## src/rtl/fetch_pkg.sv

```systemverilog
// Shared types and constants for the instruction-fetch front end.
package fetch_pkg;

    localparam int XLEN = 32;
    localparam logic [XLEN-1:0] INSTR_NOP        = 32'h0000_0013;
    localparam logic [XLEN-1:0] DEFAULT_RESET_PC = 32'h0000_0000;

    typedef struct packed {
        logic [XLEN-1:0] pc;
        logic [XLEN-1:0] instr;
    } fetch_entry_t;

endpackage

```

## src/rtl/fetch_if.sv

```systemverilog
// Decode-side handshake of the fetch unit: the master offers {instr, pc} with valid,
// the slave accepts with ready; a transfer happens on a cycle where valid & ready are both high.
interface fetch_if;
    import fetch_pkg::*;

    logic [XLEN-1:0] instr;
    logic [XLEN-1:0] pc;
    logic            valid;
    logic            ready;

    modport master (output instr, output pc, output valid, input ready);
    modport slave  (input instr, input pc, input valid, output ready);

endinterface

```

## src/rtl/fetch_fifo.sv

```systemverilog
// Synchronous FIFO of fetch entries; flush takes priority over push and pop.
module fetch_fifo
    import fetch_pkg::*;
#(
    parameter int DEPTH = 2
) (
    input  logic                   clk_i,
    input  logic                   rst_i,
    input  logic                   flush_i,
    input  logic                   push_i,
    input  logic                   pop_i,
    input  fetch_entry_t           entry_i,
    output fetch_entry_t           head_o,
    output logic [$clog2(DEPTH):0] count_o,
    output logic                   full_o,
    output logic                   empty_o
);

    localparam int PW = (DEPTH > 1) ? $clog2(DEPTH) : 1;
    localparam int CW = $clog2(DEPTH) + 1;

    fetch_entry_t  mem_q [DEPTH];
    logic [PW-1:0] wr_ptr_q, wr_ptr_d;
    logic [PW-1:0] rd_ptr_q, rd_ptr_d;
    logic [CW-1:0] count_q, count_d;
    logic          do_push, do_pop;

    assign full_o  = (count_q == CW'(DEPTH));
    assign empty_o = (count_q == '0);
    assign count_o = count_q;
    assign head_o  = mem_q[rd_ptr_q];

    // A full FIFO may still accept a push when the head leaves in the same cycle.
    assign do_pop  = pop_i & ~empty_o & ~flush_i;
    assign do_push = push_i & (~full_o | do_pop) & ~flush_i;

    always_comb begin
        wr_ptr_d = wr_ptr_q;
        rd_ptr_d = rd_ptr_q;
        count_d  = count_q;
        if (flush_i) begin
            wr_ptr_d = '0;
            rd_ptr_d = '0;
            count_d  = '0;
        end else begin
            if (do_push) wr_ptr_d = wr_ptr_q + 1'b1;
            if (do_pop)  rd_ptr_d = rd_ptr_q + 1'b1;
            if (do_push && !do_pop)      count_d = count_q + 1'b1;
            else if (do_pop && !do_push) count_d = count_q - 1'b1;
        end
    end

    always_ff @(posedge clk_i) begin
        if (rst_i) begin
            wr_ptr_q <= '0;
            rd_ptr_q <= '0;
            count_q  <= '0;
        end else begin
            wr_ptr_q <= wr_ptr_d;
            rd_ptr_q <= rd_ptr_d;
            count_q  <= count_d;
        end
    end

    always_ff @(posedge clk_i) begin
        if (do_push && !rst_i) mem_q[wr_ptr_q] <= entry_i;
    end

endmodule

```

## src/rtl/fetch_unit.sv

```systemverilog
// Instruction-fetch front end: PC register, ROM address drive and prefetch FIFO toward decode.
// Optional FETCH_PERF_EN adds fetch/flush event counters.
module fetch_unit
    import fetch_pkg::*;
#(
    parameter logic [31:0] RESET_PC   = DEFAULT_RESET_PC,
    parameter int          FIFO_DEPTH = 2
) (
    input  logic            clk_i,
    input  logic            rst_i,
    output logic [XLEN-1:0] imem_addr_o,
    input  logic [XLEN-1:0] imem_data_i,
    input  logic            redirect_i,
    input  logic [XLEN-1:0] redirect_pc_i,
    fetch_if.master         dec_if
`ifdef FETCH_PERF_EN
    ,
    output logic [31:0]     fetch_count_o,
    output logic [31:0]     flush_count_o
`endif
);

    localparam int CW = $clog2(FIFO_DEPTH) + 1;

    logic [XLEN-1:0] pc_q, pc_d;
    logic            push, pop;
    logic            fifo_full, fifo_empty;
    logic [CW-1:0]   fifo_count;
    fetch_entry_t    head, tail;

    // The ROM address is the PC register alone, so ready/redirect never reach it combinationally.
    assign imem_addr_o = pc_q;

    assign pop  = dec_if.valid & dec_if.ready & ~redirect_i;
    assign push = ~redirect_i & (~fifo_full | pop);

    assign tail.pc    = pc_q;
    assign tail.instr = imem_data_i;

    always_comb begin
        pc_d = pc_q;
        if (redirect_i) begin
            pc_d = redirect_pc_i & ~32'd3;
        end else if (push) begin
            pc_d = pc_q + 32'd4;
        end
    end

    always_ff @(posedge clk_i) begin
        if (rst_i) pc_q <= RESET_PC;
        else       pc_q <= pc_d;
    end

    fetch_fifo #(
        .DEPTH (FIFO_DEPTH)
    ) u_fifo (
        .clk_i   (clk_i),
        .rst_i   (rst_i),
        .flush_i (redirect_i),
        .push_i  (push),
        .pop_i   (pop),
        .entry_i (tail),
        .head_o  (head),
        .count_o (fifo_count),
        .full_o  (fifo_full),
        .empty_o (fifo_empty)
    );

    // An empty FIFO presents a NOP at pc 0 rather than stale storage.
    assign dec_if.valid = (fifo_count != '0);
    assign dec_if.instr = fifo_empty ? INSTR_NOP : head.instr;
    assign dec_if.pc    = fifo_empty ? '0 : head.pc;

`ifdef FETCH_PERF_EN
    logic [31:0] fetch_count_q, fetch_count_d;
    logic [31:0] flush_count_q, flush_count_d;

    always_comb begin
        fetch_count_d = fetch_count_q + (push ? 32'd1 : 32'd0);
        flush_count_d = flush_count_q + (redirect_i ? 32'(fifo_count) : 32'd0);
    end

    always_ff @(posedge clk_i) begin
        if (rst_i) begin
            fetch_count_q <= '0;
            flush_count_q <= '0;
        end else begin
            fetch_count_q <= fetch_count_d;
            flush_count_q <= flush_count_d;
        end
    end

    assign fetch_count_o = fetch_count_q;
    assign flush_count_o = flush_count_q;
`endif

endmodule

```

## src/flat_wrapper.sv

```systemverilog
// flat-port wrapper written by rule: the top's interface ports become plain ports
module fetch_unit_flat import fetch_pkg::*;
#(
    parameter logic [31:0] RESET_PC   = DEFAULT_RESET_PC,
    parameter int          FIFO_DEPTH = 2
)
  (clk_i, rst_i, imem_addr_o, imem_data_i, redirect_i, redirect_pc_i, dec_if_instr, dec_if_pc, dec_if_valid, dec_if_ready);
  fetch_if dec_if_i ();
  input  logic clk_i;
  input  logic rst_i;
  output logic [XLEN-1:0] imem_addr_o;
  input  logic [XLEN-1:0] imem_data_i;
  input  logic redirect_i;
  input  logic [XLEN-1:0] redirect_pc_i;
  output wire logic [$bits(dec_if_i.instr)-1:0] dec_if_instr;
  output wire logic [$bits(dec_if_i.pc)-1:0] dec_if_pc;
  output wire logic [$bits(dec_if_i.valid)-1:0] dec_if_valid;
  input wire logic [$bits(dec_if_i.ready)-1:0] dec_if_ready;
  assign dec_if_instr = dec_if_i.instr;
  assign dec_if_pc = dec_if_i.pc;
  assign dec_if_valid = dec_if_i.valid;
  assign dec_if_i.ready = dec_if_ready;
  fetch_unit #(.RESET_PC(RESET_PC), .FIFO_DEPTH(FIFO_DEPTH)) u_core (.clk_i(clk_i), .rst_i(rst_i), .imem_addr_o(imem_addr_o), .imem_data_i(imem_data_i), .redirect_i(redirect_i), .redirect_pc_i(redirect_pc_i), .dec_if(dec_if_i));
endmodule
```

## config.mk

```make
export PLATFORM = sky130hd
export DESIGN_NAME = fetch_unit_flat
export DESIGN_NICKNAME = d
export VERILOG_FILES = /design/src/rtl/fetch_pkg.sv /design/src/rtl/fetch_if.sv /design/src/rtl/fetch_fifo.sv /design/src/rtl/fetch_unit.sv /design/src/flat_wrapper.sv
export SDC_FILE = /design/constraint.sdc
export NUM_CORES = 1
export LEC_CHECK = 0
export CAP_MARGIN = 20
export CORE_UTILIZATION = 40
export CTS_BUF_LIST = sky130_fd_sc_hd__clkbuf_8 sky130_fd_sc_hd__clkbuf_16
export DETAILED_ROUTE_END_ITERATION = 8
export GPL_TIMING_DRIVEN = 0
export HOLD_SLACK_MARGIN = 0.12
export PLACE_DENSITY = 0.69
export REMOVE_ABC_BUFFERS = 1
export SYNTH_ARGS = -nofsm -noshare
export SYNTH_HDL_FRONTEND = slang
export SYNTH_HIERARCHICAL = 1
export SYNTH_SLANG_ARGS = --single-unit
```

## constraint.sdc

```tcl
create_clock -name clk_i -period 9.39 [get_ports clk_i]
set_input_delay 2.817 -clock clk_i [delete_from_list [all_inputs] [get_ports clk_i]]
set_output_delay 2.817 -clock clk_i [all_outputs]
set_load 0.01 [all_outputs]
```

Signal wires on met3:
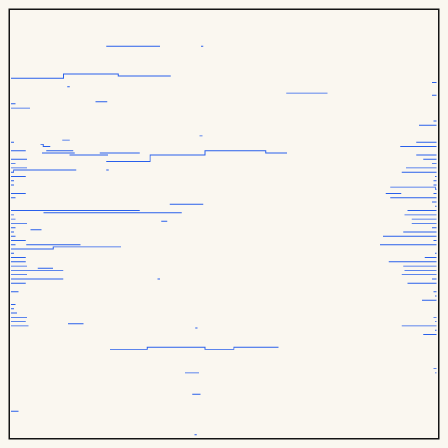
wire length on this layer: 827 um
main direction: horizontal
longest straight run: 43.7 um
nets with wire on the layer: 103
share of all routed wire: 5.4%

Signal wires by layer:
Only two layers are drawn.
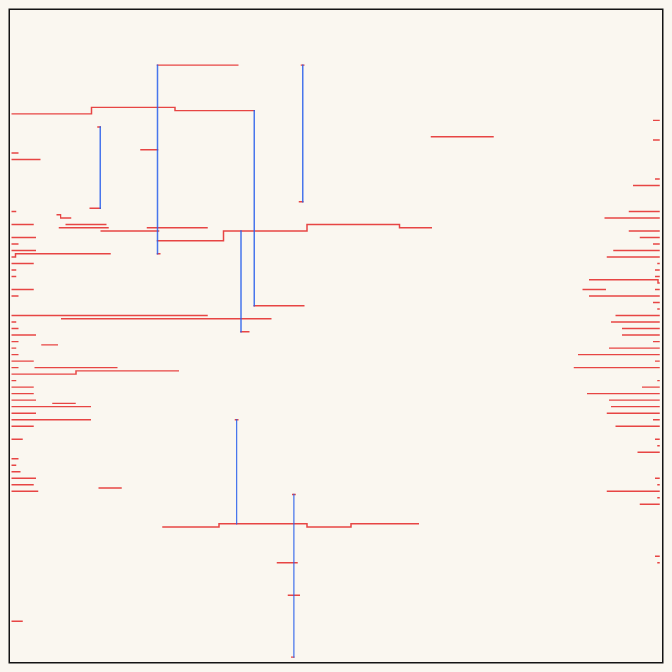
[M3] red | wire length: 827 um
[M4] blue | wire length: 203 um

==> flow_summary.html <==
<h3>Flow metrics</h3>
<table>
<tr><th>Metric</th><th>Value</th></tr>
<tr><th colspan="2">Final layout</th></tr>
<tr><td>Final non-filler cell area</td><td>9780 sq um</td></tr>
<tr><td>Max-area cell class</td><td>sequential cells</td></tr>
<tr><td>Number of ordinary inverters in the final layout</td><td>5</td></tr>
<tr><td>Syn-to-layout area delta</td><td>35.6%</td></tr>
<tr><td>Fraction of standard cell area that is sequential</td><td>46.5%</td></tr>
<tr><td>Comb area</td><td>2520 sq um</td></tr>
<tr><td>Combinational fraction of the cell area</td><td>25.8%</td></tr>
<tr><td>Most frequently placed logic cell in the final layout</td><td>sky130_fd_sc_hd__clkdlybuf4s50_1</td></tr>
<tr><td>Largest Register</td><td>u_core/u_fifo/mem_q</td></tr>
<tr><td>Final standard cell utilization of the core</td><td>56.0%</td></tr>
<tr><th colspan="2">Setup path</th></tr>
<tr><td>Launching instance or port of the critical path</td><td>redirect_i</td></tr>
<tr><td>Worst r2r dst</td><td>u_core/u_fifo/mem_q[1][14]</td></tr>
<tr><td>Last element of the critical path</td><td>u_core/u_fifo/mem_q[1][14]</td></tr>
<tr><td>Cell type with the highest occurrence count on the critical path</td><td>sky130_fd_sc_hd__buf_6</td></tr>
<tr><td>Worst endpoint required time</td><td>9.53 ns</td></tr>
<tr><td>Launch instance of the worst register-to-register path</td><td>u_core/u_fifo/count_o[0]</td></tr>
<tr><th colspan="2">Die</th></tr>
<tr><td>Total I/O pin count</td><td>165</td></tr>
<tr><td>Die footprint</td><td>18,600 sq um</td></tr>
<tr><th colspan="2">CTS</th></tr>
<tr><td>Number of instances resized during post-cts repair</td><td>0</td></tr>
<tr><td>Clock tree from TritonCTS</td><td>yes</td></tr>
<tr><td>CTS Root Buffer Type</td><td>sky130_fd_sc_hd__clkbuf_16</td></tr>
<tr><th colspan="2">Power and ir drop</th></tr>
<tr><td>Ratio of total power to cell area</td><td>174 nW/um^2</td></tr>
<tr><td>Power of the combinational group</td><td>0.000150 W</td></tr>
<tr><td>Clock net power</td><td>0.000725 W</td></tr>
<tr><td>Clock share of power</td><td>42.7%</td></tr>
<tr><th colspan="2">Timing</th></tr>
<tr><td>Unrepaired setup endpoints after global routing</td><td>no</td></tr>
<tr><td>Worst slew margin relative to its limit</td><td>36.1%</td></tr>
<tr><td>Setup_tns</td><td>0 ns</td></tr>
<tr><td>Setup WS post-layout</td><td>3.17 ns</td></tr>
<tr><td>Clock skew</td><td>0.00763 ns</td></tr>
<tr><td>Setup-violating endpoint count in the final report</td><td>0</td></tr>
<tr><td>Min Hold Slack</td><td>0.520 ns</td></tr>
<tr><th colspan="2">Placement</th></tr>
<tr><td>Count of port buffers added during placement</td><td>160</td></tr>
<tr><td>Half-perimeter wire length after placement</td><td>10,400 um</td></tr>
<tr><th colspan="2">Global routing</th></tr>
<tr><td>First-pass GRT wire length</td><td>23,800 um</td></tr>
<tr><td>Global router's overall resource usage</td><td>17.0%</td></tr>
<tr><td>Met1 track demand over resource in global routing</td><td>20.1%</td></tr>
<tr><td>Global routing usage on met2</td><td>29.4%</td></tr>
<tr><th colspan="2">Logic synthesis</th></tr>
<tr><td>Avg Synthesized Cell Area</td><td>14.1 sq um</td></tr>
<tr><td>Simple-gate portion of the synthesized area</td><td>16.5%</td></tr>
<tr><td>Number of register bits inferred by synthesis</td><td>163</td></tr>
<tr><td>Most used standard cells in the synthesized netlist</td><td>128 x sky130_fd_sc_hd__edfxtp_1, 65 x sky130_fd_sc_hd__mux2_2, 61 x sky130_fd_sc_hd__nor2b_1</td></tr>
<tr><td>Count of different cell masters after synthesis</td><td>46</td></tr>
<tr><td>Arithmetic-cell share of the synthesized area counting full adders, half adders and majority gates</td><td>0.347%</td></tr>
<tr><th colspan="2">Drt</th></tr>
<tr><td>Total length of routed met2 wires</td><td>7810 um</td></tr>
<tr><td>Tally of nets with antenna violations remaining after routing</td><td>0</td></tr>
<tr><th colspan="2">Hold path</th></tr>
<tr><td>Cell depth of the worst min-delay path</td><td>1</td></tr>
<tr><td>Worst Hold End</td><td>u_core/u_fifo/wr_ptr_q</td></tr>
<tr><th colspan="2">Run status</th></tr>
<tr><td>Outcome</td><td>completed</td></tr>
</table>
Power is estimated from default activity; no workload was simulated.
